$ cat config.mk
export PLATFORM = sky130hd
export DESIGN_NAME = multi_cycle_ctrl
export DESIGN_NICKNAME = d
export VERILOG_FILES = /design/src/rtl/multi_cycle_ctrl.sv
export SDC_FILE = /design/constraint.sdc
export NUM_CORES = 1
export LEC_CHECK = 0
export CORE_UTILIZATION = 50
export DETAILED_ROUTE_END_ITERATION = 8
export GPL_ROUTABILITY_DRIVEN = 0
export PLACE_DENSITY = 0.85
export SETUP_SLACK_MARGIN = 0.1
export SLEW_MARGIN = 20
export SYNTH_ARGS = -nofsm -noshare
export SYNTH_HDL_FRONTEND = slang
export SYNTH_SLANG_ARGS = --single-unit
$ cat constraint.sdc
create_clock -name clk -period 4.4 [get_ports clk]
set_input_delay 0.44 -clock clk [delete_from_list [all_inputs] [get_ports clk]]
set_output_delay 0.44 -clock clk [all_outputs]
set_load 0.02 [all_outputs]
$ cat src/rtl/multi_cycle_ctrl.sv
// multi_cycle_ctrl: multi-cycle control unit for the MIPS-subset datapath.
// Sequences each instruction through FETCH/DECODE/EXEC/MEM/WB. It adds a data-memory
// wait counter, a global hold, illegal-opcode detection and a retired-instruction counter.
// Optional feature macro: CTRL_BGEZAL_EN. When it is defined, bgezal is decoded.
// When it is undefined, op 000001 is illegal.
// The state register is exported on the 'state' port so that checkers can bind to it.
// The datapath mux selects are registered.
// The write enables and pulses are decoded from the registered state. They are gated by
// hold, reset, zero and sign in the same cycle.
module multi_cycle_ctrl #(
  parameter int ALUC_W  = 3,
  parameter int MEM_LAT = 1,
  parameter int CNT_W   = 32
) (
  input  logic              clk,
  input  logic              reset,
  input  logic [5:0]        op,
  input  logic [5:0]        funct,
  input  logic [4:0]        rt,
  input  logic              zero,
  input  logic              sign,
  input  logic              hold,
  output logic              PCWrite,
  output logic              IRWrite,
  output logic              GRFWrite,
  output logic              DMWrite,
  output logic [1:0]        pc_sel,
  output logic [1:0]        GRFDst,
  output logic              ALUSrc,
  output logic              DMtoGRF,
  output logic              LUI,
  output logic              signSrc,
  output logic [ALUC_W-1:0] ALUC,
  output logic [2:0]        state,
  output logic              instr_done,
  output logic              illegal,
  output logic [CNT_W-1:0]  retired
);

  localparam int MCW = (MEM_LAT > 1) ? $clog2(MEM_LAT) : 1;

  typedef enum logic [2:0] {
    S_FETCH = 3'd0, S_DECODE = 3'd1, S_EXEC = 3'd2, S_MEM = 3'd3, S_WB = 3'd4
  } state_t;

  typedef enum logic [3:0] {
    C_NONE, C_ADDU, C_SUBU, C_JR, C_ORI, C_LW, C_SW, C_BEQ,
    C_LUI, C_J, C_JAL, C_BGEZAL, C_ILL
  } cls_t;

  state_t         st;
  cls_t           cls;
  cls_t           dec;
  logic [MCW-1:0] mem_cnt;
  logic           dm_done;
  logic [2:0]     alu_c;
  logic           alu_src, sign_src, lui_r, dm_to_grf;
  logic [1:0]     grf_dst;
  logic           bgezal_hit;
  logic           is_last;
  logic [2:0]     d_aluc;
  logic           d_alusrc, d_signsrc, d_lui;
  logic [1:0]     d_grfdst;

`ifdef CTRL_BGEZAL_EN
  assign bgezal_hit = (op == 6'b000001) && (rt == 5'b10001);
`else
  // Without bgezal, op 000001 stays illegal and rt carries no meaning.
  logic unused_rt;
  assign unused_rt  = ^rt;
  assign bgezal_hit = 1'b0;
`endif

  // Decode the live instruction fields. They are consumed only while in DECODE.
  always_comb begin
    dec = C_ILL;
    case (op)
      6'b000000: begin
        case (funct)
          6'b100001: dec = C_ADDU;
          6'b100011: dec = C_SUBU;
          6'b001000: dec = C_JR;
          default:   dec = C_ILL;
        endcase
      end
      6'b001101: dec = C_ORI;
      6'b100011: dec = C_LW;
      6'b101011: dec = C_SW;
      6'b000100: dec = C_BEQ;
      6'b001111: dec = C_LUI;
      6'b000010: dec = C_J;
      6'b000011: dec = C_JAL;
      6'b000001: dec = bgezal_hit ? C_BGEZAL : C_ILL;
      default:   dec = C_ILL;
    endcase
  end

  // Per-class mux values. These are loaded into the select registers when DECODE exits.
  always_comb begin
    d_aluc    = 3'b000;
    d_alusrc  = 1'b0;
    d_signsrc = 1'b0;
    d_lui     = 1'b0;
    d_grfdst  = 2'b00;
    case (dec)
      C_ADDU:   begin d_aluc = 3'b010; d_grfdst = 2'b01; end
      C_SUBU:   begin d_aluc = 3'b110; d_grfdst = 2'b01; end
      C_ORI:    begin d_aluc = 3'b001; d_alusrc = 1'b1; d_signsrc = 1'b1; end
      C_LUI:    begin d_aluc = 3'b001; d_alusrc = 1'b1; d_lui = 1'b1; end
      C_LW:     begin d_aluc = 3'b010; d_alusrc = 1'b1; end
      C_SW:     begin d_aluc = 3'b010; d_alusrc = 1'b1; end
      C_JAL:    d_grfdst = 2'b10;
      C_BGEZAL: d_grfdst = 2'b10;
      default:  d_aluc = 3'b000;
    endcase
  end

  // Flag the cycle whose successor is FETCH, i.e. the final cycle of the instruction.
  always_comb begin
    is_last = 1'b0;
    case (st)
      S_DECODE: is_last = (dec == C_J) || (dec == C_JR) || (dec == C_ILL);
      S_EXEC:   is_last = (cls == C_BEQ);
      S_MEM:    is_last = (mem_cnt == '0) && (cls == C_SW);
      S_WB:     is_last = 1'b1;
      default:  is_last = 1'b0;
    endcase
  end

  assign instr_done = is_last && !hold && reset;
  assign illegal    = (st == S_DECODE) && (dec == C_ILL) && !hold && reset;

  // Sequencer: state, latched class, MEM wait counter, registered selects, retired count.
  always_ff @(posedge clk or negedge reset) begin
    if (!reset) begin
      st        <= S_FETCH;
      cls       <= C_NONE;
      mem_cnt   <= '0;
      dm_done   <= 1'b0;
      alu_c     <= 3'b000;
      alu_src   <= 1'b0;
      sign_src  <= 1'b0;
      lui_r     <= 1'b0;
      dm_to_grf <= 1'b0;
      grf_dst   <= 2'b00;
      retired   <= '0;
    end else if (!hold) begin
      case (st)
        S_FETCH: st <= S_DECODE;
        S_DECODE: begin
          cls      <= dec;
          alu_c    <= d_aluc;
          alu_src  <= d_alusrc;
          sign_src <= d_signsrc;
          lui_r    <= d_lui;
          grf_dst  <= d_grfdst;
          if (dec == C_JAL)
            st <= S_WB;
          else if ((dec == C_J) || (dec == C_JR) || (dec == C_ILL))
            st <= S_FETCH;
          else
            st <= S_EXEC;
        end
        S_EXEC: begin
          if ((cls == C_LW) || (cls == C_SW)) begin
            st        <= S_MEM;
            mem_cnt   <= MCW'(MEM_LAT - 1);
            dm_done   <= 1'b0;
            dm_to_grf <= (cls == C_LW);
          end else if (cls == C_BEQ) begin
            st <= S_FETCH;
          end else begin
            st <= S_WB;
          end
        end
        S_MEM: begin
          // The first non-held MEM cycle consumes the single sw write.
          dm_done <= 1'b1;
          if (mem_cnt == '0)
            st <= (cls == C_LW) ? S_WB : S_FETCH;
          else
            mem_cnt <= mem_cnt - 1'b1;
        end
        S_WB:    st <= S_FETCH;
        default: st <= S_FETCH;
      endcase
      // When an instruction ends, clear the class and selects so that FETCH starts clean.
      if (instr_done) begin
        cls       <= C_NONE;
        alu_c     <= 3'b000;
        alu_src   <= 1'b0;
        sign_src  <= 1'b0;
        lui_r     <= 1'b0;
        dm_to_grf <= 1'b0;
        grf_dst   <= 2'b00;
        if (!illegal)
          retired <= retired + 1'b1;
      end
    end
  end

  // Write enables and pc_sel are derived from the state.
  // hold forces the enables to zero and leaves the selects untouched.
  // reset low forces everything to zero.
  always_comb begin
    PCWrite  = 1'b0;
    IRWrite  = 1'b0;
    GRFWrite = 1'b0;
    DMWrite  = 1'b0;
    pc_sel   = 2'b00;
    case (st)
      S_FETCH: begin
        IRWrite = 1'b1;
        PCWrite = 1'b1;
      end
      S_DECODE: begin
        if ((dec == C_J) || (dec == C_JAL)) begin
          PCWrite = 1'b1;
          pc_sel  = 2'b10;
        end else if (dec == C_JR) begin
          PCWrite = 1'b1;
          pc_sel  = 2'b11;
        end
      end
      S_EXEC: begin
        if (cls == C_BEQ) begin
          PCWrite = zero;
          pc_sel  = 2'b01;
        end else if (cls == C_BGEZAL) begin
          PCWrite = ~sign;
          pc_sel  = 2'b01;
        end
      end
      S_MEM:   DMWrite  = (cls == C_SW) && !dm_done;
      S_WB:    GRFWrite = 1'b1;
      default: PCWrite  = 1'b0;
    endcase
    if (hold || !reset) begin
      PCWrite  = 1'b0;
      IRWrite  = 1'b0;
      GRFWrite = 1'b0;
      DMWrite  = 1'b0;
    end
    if (!reset)
      pc_sel = 2'b00;
  end

  assign state   = st;
  assign ALUC    = ALUC_W'(alu_c);
  assign ALUSrc  = alu_src;
  assign signSrc = sign_src;
  assign LUI     = lui_r;
  assign DMtoGRF = dm_to_grf;
  assign GRFDst  = grf_dst;

endmodule

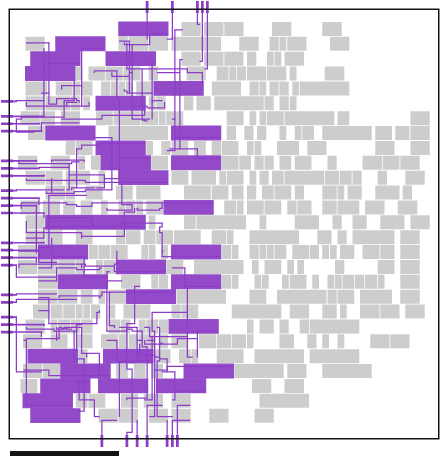
Fig. 1. Wires at chosen ports, followed through buffers (run 1).
Scale bar: 20 um.
Key: purple = `retired` [bits 32, direction output, edge 20 left, 7 bottom, 5 top, end cells 32, buffers 32, wire 1320 um]

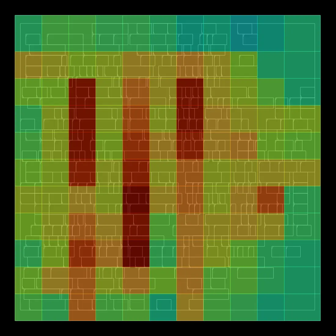
Fig. 2. Routing congestion map (run 1).
M3 GR Usage: 0.0360
Wirelength per Cell: 15.8 um
final core occ: 0.672

==> impl_metrics.toml, run 1 <==
# physical design summary
[flow_run]
tool_warnings = 31
maxCapViolations = 0

[grt]
use_met2 = 0.401
overflow = 0
met1_usage = 0.309
grt_usage = 0.235
grt_pass1_wl_mm = 11.4
busiest_layer = "met2"
antenna_found_initial = 0
grt_max_degree = 56
grt_pass1_vias = 2418

[logic_synthesis]
ys_top_cells_by_count = "dfrtp_1 (49), nand2_1 (35), xor2_1 (31), nor2_1 (21), nand3_1 (19)"
synth_cells = 313
topCellsByArea = "dfrtp_1 (42%), xor2_1 (9.3%), nand2_1 (4.5%)"
synth-edff-count = 0
yosys_cells = 313
top_area_cell = "dfrtp_1"
synth.distinct_cells = 57
synth_flops = 49
synth_area_um2 = 2910
ys.flop_type = "dfrtp_1"
synth-area-yosys_um2 = 2910
synth.avg_cell_area_um2 = 9.29
synth_warnings = 0
ys_seq_share = 0.422
yosys.area.top_type_share = 0.422
async_flop_share = 1.00
synth_nets = 336
synth.most_common_cell = "dfrtp_1"

[detailed_routing]
wl_mm = 7.08
routed.top_layer = "met4"
wl_met2_mm = 3.44
ant_nets = 0
via_count = 2616
wl_met1_mm = 3.16
post-route-drc-count = 0
drtIter0Drc = 185
met3_length_um = 367
drt_first_pass_iters = 4
via_per_inst = 5.84

[worst_setup_path]
critPathMostFrequentCell = "clkdlybuf4s50_1"
endpoint = "instr_done"
critPathMaxFanout = 10
worst-path-stages = 8
r2r-end = "retired[31]"
regToRegStartpoint = "state[0]"
slowest_delay_ns = 0.65
ff2ff_path_depth = 6
cp-end-kind = "primary output"
crit_type = "in2out"
required_ns = 3.96
crit_arrival_ns = 3.33
rrSetupSlack_ns = 1.72
path_cells = "clkdlybuf4s50_1 > nor4_4 > o211a_1 > nor4_2 > buf_4 > a211oi_2 > nor2b_2 > clkdlybuf4s50_1"
setup.worst_path.start = "op[1]"
critPathLaunchType = "primary input"
worst-path-buf-inv = 3
critical_path.top_delay_family = "buffers and inverters"
cpMaxStageDelayCell = "a211oi_2"

[power]
switchingPower_w = 0.000379
peakVddDrop_mv = 0.262
pg_seq_w = 0.000545
leakage_nw = 1.61
power.group.top = "registers"
pwr-share-seq = 0.469
powerDensity_nw_per_um2 = 312
pg_clk_w = 0.000331
power_frac_clock = 0.284
p_int_w = 0.000784
netSwitchingFraction = 0.326
p_comb_w = 0.000286
p_comb_frac = 0.246
p_total_w = 0.00116

[min_path]
min_path_type = "in2async"

[timing]
max-slew-margin-rel = 0.340
finalCritPeriodShare = 0.858
timing.fmax_mhz = 265
worst_slew_pin_slew_ns = 0.990
fin_hold_ws_ns = 0.257
finalSetupTns_ns = 0
slew_viol_final = 0
skew_ns = 0.00313
rsz0062_at_grt = "no"
setup_viol = 0
timing.final.ws_setup_ns = 0.626
fin_crit_ns = 3.77
hold_violations = 0

[floorplanning]
die_x_um = 78.3
chipArea_um2 = 6120
rows = 27
fp_util = 0.525
core-area_um2 = 5540
ios = 74
die_y_um = 78.3

[cts]
insertion_delay_ns = 0.31
cts_root_buf = "clkbuf_8"
cts_resized = 0
htree_levels = 2
cts.sinks = 49
cts_buffers = 5
post_cts_buffers = 0
tritoncts = "built"
hold_buffers = 0
clkTransAtPathRegs_ns = 0.09
cts_buffer_depth = 2

[finish]
drive_gt1_frac = 0.0718
area_growth_pct = 28.1
finalNonFillerCells = 448
layout_top_cell = "clkdlybuf4s50_1"
stdcell_area_um2 = 3720
nets = 398
num_antenna_cells = 0
lay_top_cells = "clkdlybuf4s50_1 (67), dfrtp_1 (49), nand2_1 (35)"

[place]
placed_cell_area_um2 = 3610
io_buffers = 68
place_inst = 440
pre_cts_slack_ns = 0.665
hpwl_mm = 4.89

[run_status]
status = "finished, final reports clean"
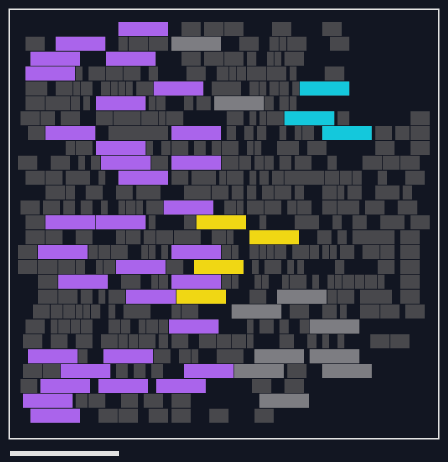
Fig. 3. Where the registers sit (run 1).
Scale bar: 20 um.
Key: cyan = `state` [placed flops 3]; purple = `retired` [placed flops 32]; yellow = `cls` [placed flops 4, where center]

==> run 1: cells by family after synthesis <==
| group | share of synthesized area |
|---|---|
| buffers and inverters | 0.0482 |
| AND/OR/NAND/NOR | 0.280 |
| XOR/XNOR | 0.111 |
| adder cells (fa/ha/maj) | 0.00430 |
| flip-flops | 0.422 |
| multiplexers | 0.00731 |
| AND-OR/OR-AND | 0.127 |
==> run 1: cell type report <==
cell class	count	area (um^2)
clock buffer	5	68.8
clock inverter	3	46.3
fill	469	1820
inverter	12	45.0
multi-input combinational	235	1540
sequential	49	1230
tap	72	90.1
timing repair buffer	72	706
==> run 1: state kept, by name (all words and copies together), names as in the netlist <==
name	flops
ALUC	3
ALUSrc	1
DMtoGRF	1
GRFDst	2
LUI	1
cls	4
dm_done	1
retired	32
signSrc	1
state	3
Fig. 4: run 1, the metal 1 layer
Scale bar: 20 um. Supply wires on this layer in gray. Cells faint in the background.
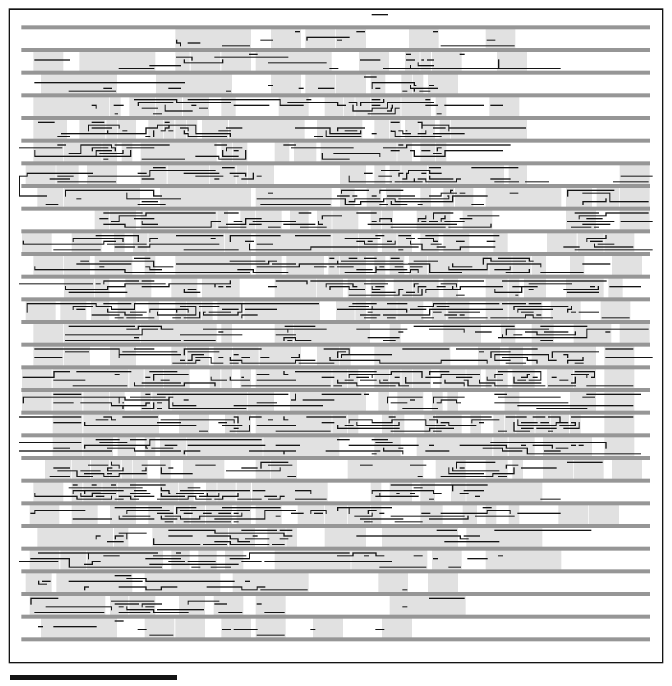

--- run 2 (diff from run 1) ---
--- a/config.mk
+++ b/config.mk
@@ -8,6 +8,7 @@
 export CORE_UTILIZATION = 50
 export DETAILED_ROUTE_END_ITERATION = 8
 export GPL_ROUTABILITY_DRIVEN = 0
+export GPL_TIMING_DRIVEN = 0
 export PLACE_DENSITY = 0.85
 export SETUP_SLACK_MARGIN = 0.1
 export SLEW_MARGIN = 20
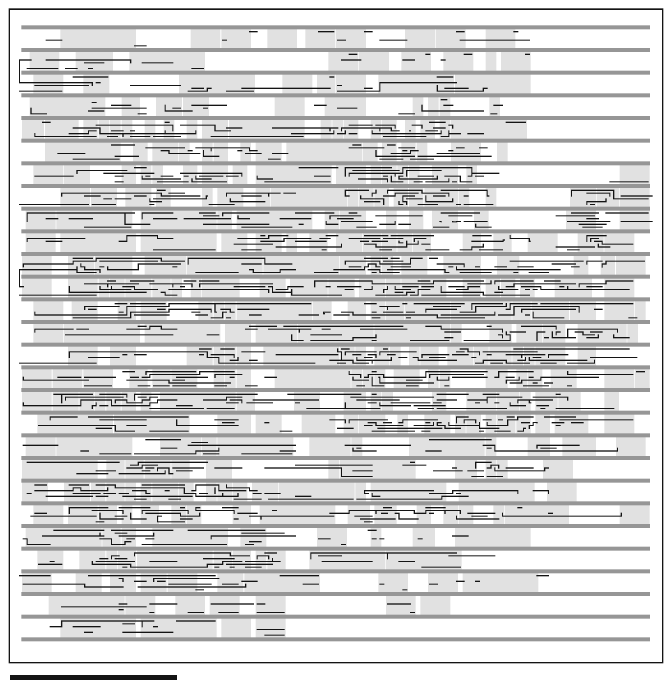
Fig. 5. The metal 1 layer (run 2).
Scale bar: 20 um. Supply wires on this layer in gray. Cells faint in the background.
The layer holds 44% of the routed length. The longest straight run is 17.5 um. The wires run mostly horizontal. 342 nets have wire on it. The layer carries 3040 um of wire.
M1 GR Usage: 0.303
Vias: 2627
Routed WL: 6.84 mm

==> run 2 against run 1 <==
  * First-iteration DRC count shrank 8.1%
  * Area after synthesis is the same
  * Die size is the same
  * Core utilization shrank 0.32 points
  * Synthesized cell count is the same
  * Combinational power grew 6%
  * Final area shrank 0.47%
  * Critical path type unchanged
  * Largest power group unchanged
==> impl_metrics.toml, run 2 <==
# physical design summary
[floorplanning]
tap_cells = 72
rows = 27
chipArea_um2 = 6120
die_x_um = 78.3
die_y_um = 78.3

[power]
power.group.top = "registers"
switchingPower_w = 0.000357
p_int_w = 0.000729
leakage_nw = 1.61
p_comb_w = 0.000303
netSwitchingFraction = 0.329

[finish]
area_growth_pct = 27.5
buffers_excl_clock = 80
regMostFlops = "retired"
drive_gt1_frac = 0.0729
sh_comb_area = 0.416
seq_share = 0.331
lay_top_cells = "clkdlybuf4s50_1 (62), dfrtp_1 (49), nand2_1 (35)"
nets = 406
finalNonFillerCells = 456
reg.largest.list = "retired: 32 flops, cls: 4 flops"
filler_cell_count = 442
logic_gates = 235
bufAreaShareNonClock = 0.195
num_antenna_cells = 0

[cts]
clkTransAtPathRegs_ns = 0.08
cts_buffers = 5
insertion_delay_ns = 0.30
htree_levels = 2
cts_buffer_depth = 2
cts_resized = 0
tritoncts = "built"
cts.sinks = 49

[logic_synthesis]
top_area_cell = "dfrtp_1"
topCombFamilyByArea = "simple AND/OR/NAND/NOR gates"
simple_gate_share = 0.280
async_flop_share = 1.00
topCellsByArea = "dfrtp_1 (42%), xor2_1 (9.3%), nand2_1 (4.5%)"
synth_flops = 49
synth_area_um2 = 2910
synth.avg_cell_area_um2 = 9.29
synth-adder-area-share = 0.00430
yosys.area.top_type_share = 0.422
synth-edff-count = 0
ys_seq_share = 0.422
ys_sh_aoi = 0.127
ys_top_cells_by_count = "dfrtp_1 (49), nand2_1 (35), xor2_1 (31), nor2_1 (21), nand3_1 (19)"
synth_nets = 336
ys.flop_type = "dfrtp_1"
yosys_cells = 313

[worst_setup_path]
critPathMaxFanout = 10
setup.worst_path.start = "op[0]"
slowest_delay_ns = 0.63
cpMaxStageDelayCell = "a211oi_2"
required_ns = 3.96
crit_arrival_ns = 3.34
critPathLaunchType = "primary input"

[flow_run]
tool_warnings = 31

[detailed_routing]
met3_length_um = 367
post_drt_wl_per_cell_um = 15.0
wl_met1_mm = 3.04
drt_first_pass_iters = 5
post-route-drc-count = 0
drtIter0Drc = 170
via_per_inst = 5.76

[timing]
slew_viol_final = 0
rsz0062_at_grt = "no"
worst_slew_pin_slew_ns = 0.681
setup_viol = 0
max-slew-margin-rel = 0.545
finalSetupTns_ns = 0
timing.fmax_mhz = 264
skew_ns = 0.00581

[grt]
antenna_found_initial = 0
grt_usage = 0.230
grt_pass1_wl_mm = 11.2

[run_status]
status = "finished, final reports clean"

[place]
hpwl_mm = 4.94

[min_path]
min_path_type = "in2async"
## run 2: through the flow
stage | cell area [um^2] | utilization | setup WS, ns | hold WS [ns] | total power, W
final | 3710 | 0.669 | 0.615 | 0.161 | 0.00109
after global routing | 3710 | 0.669 | 0.427 | 0.218 | 0.00114
after CTS | 3710 | 0.669 | 0.638 | 0.188 | 0.00109
after detailed placement | 3630 | 0.654 | 0.645 | 0.456 | 0.000840
after global placement | 3630 | 0.655 | -0.512 | 0.454 | 0.000833
after floorplan | 2910 | - | 1.99 | 0.144 | 0.000719
## run 2: routing by layer
layer	vias to the layer above	GRT usage
li1	1257	-
met2	91	0.382
met5	-	0
met1	1269	0.303
met3	10	0.0442
met4	0	0.0722
Fig. 6: run 2, routing congestion map
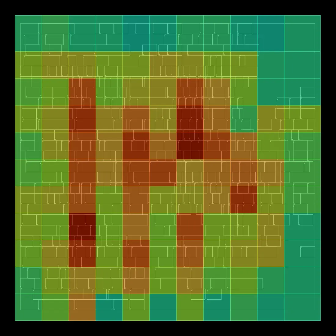

--- run 3 (diff from run 2) ---
--- a/config.mk
+++ b/config.mk
@@ -7,9 +7,10 @@
 export LEC_CHECK = 0
 export CORE_UTILIZATION = 50
 export DETAILED_ROUTE_END_ITERATION = 8
+export DONT_BUFFER_PORTS = 1
 export GPL_ROUTABILITY_DRIVEN = 0
 export GPL_TIMING_DRIVEN = 0
-export PLACE_DENSITY = 0.85
+export PLACE_DENSITY = 0.69
 export SETUP_SLACK_MARGIN = 0.1
 export SLEW_MARGIN = 20
 export SYNTH_ARGS = -nofsm -noshare
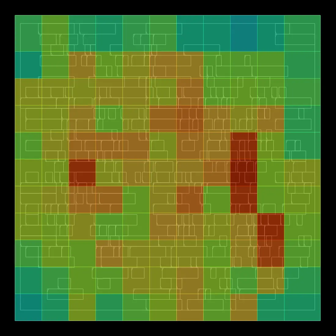
Fig. 7. Routing congestion map (run 3).
GRT busiest layer: met2
gr usage total: 0.226

==> run 3 against run 2 <==
  * Worst hold slack improved by 0.22 ns
  * Wire length decreased by 4.0%
  * Non-clock buffer count decreased by 61
  * Largest power group unchanged
  * Highest routed layer unchanged
==> impl_metrics.toml, run 3 <==
# physical design summary
[run_status]
status = "finished, final reports clean"

[power]
leakage_nw = 1.41
p_total_w = 0.00110

[finish]
lay_top_cells = "dfrtp_1 (49), nand2_1 (35), xor2_1 (31)"
num_antenna_cells = 0
area_growth_pct = 8.39
nets = 345
finalNonFillerCells = 395
regMostFlops = "retired"
filler_cell_count = 514
post-route-util = 0.569
stdcell_area_um2 = 3150
drive_gt1_frac = 0.0929

[grt]
grt_pass1_wl_mm = 10.9
use_met2 = 0.386
antenna_found_initial = 0
grt_util_met3 = 0.0698
met1_usage = 0.277

[detailed_routing]
drtIter0Drc = 147
met3_length_um = 484
post-route-drc-count = 0
via_per_inst = 6.10
post_drt_wl_per_cell_um = 16.6
wl_met1_mm = 2.86
drt_first_pass_iters = 4

[min_path]
min_path_type = "in2reg"

[timing]
timing.final.ws_setup_ns = 1.44
timing.fmax_mhz = 338
setup_viol = 0
finalSetupTns_ns = 0
max-slew-margin-rel = 0.557
slew_viol_final = 0
rsz0062_at_grt = "no"
fin_hold_ws_ns = 0.379

[cts]
tritoncts = "built"
cts.sinks = 49
cts_resized = 0
cts_buffers = 5
insertion_delay_ns = 0.30
htree_levels = 2
cts_buffer_depth = 2
clkTransAtPathRegs_ns = 0.09

[logic_synthesis]
yosys_cells = 313
ys_seq_share = 0.422
async_flop_share = 1.00
topCombFamilyByArea = "simple AND/OR/NAND/NOR gates"
ys_sh_aoi = 0.127
yosys.area.top_type_share = 0.422
synth_area_um2 = 2910
synth-edff-count = 0
synth-adder-area-share = 0.00430
ys.flop_type = "dfrtp_1"
simple_gate_share = 0.280

[flow_run]
tool_warnings = 31

[place]
pre_cts_slack_ns = 1.61
placed_cell_area_um2 = 3000

[worst_setup_path]
cpMaxStageDelayCell = "a211oi_2"
slowest_delay_ns = 0.60
crit_arrival_ns = 2.52
setup.worst_path.start = "state[1]"
critPathMaxFanout = 10

[floorplanning]
rows = 27
chipArea_um2 = 6120
die_x_um = 78.3
==> run 3: power by group <==
part	total, W	switching, W	internal [W]
clock	0.000334	0.000148	0.000186
combinational	0.000204	0.000128	0.0000760
sequential	0.000564	0.0000753	0.000489
==> run 3: final cells by class <==
cell class / instances / share of cell area
Clock inverter: 1 / 0.00953
Timing Repair Buffer: 2 / 0.0119
Tap cell: 72 / 0.0286
Sequential cell: 49 / 0.389
Inverter: 12 / 0.0143
Clock buffer: 7 / 0.0274
Buffer: 17 / 0.0302
Multi-Input combinational cell: 235 / 0.489
==> run 3: critical path, delay by kind of cell (launching register included) <==
family	cells	cell delay (ns)
simple gates	3	0.45
buf+inv	2	0.56
flops	1	0.48
compound gates	2	0.73
No activity file was given, so power comes from the tool's default toggle rates.
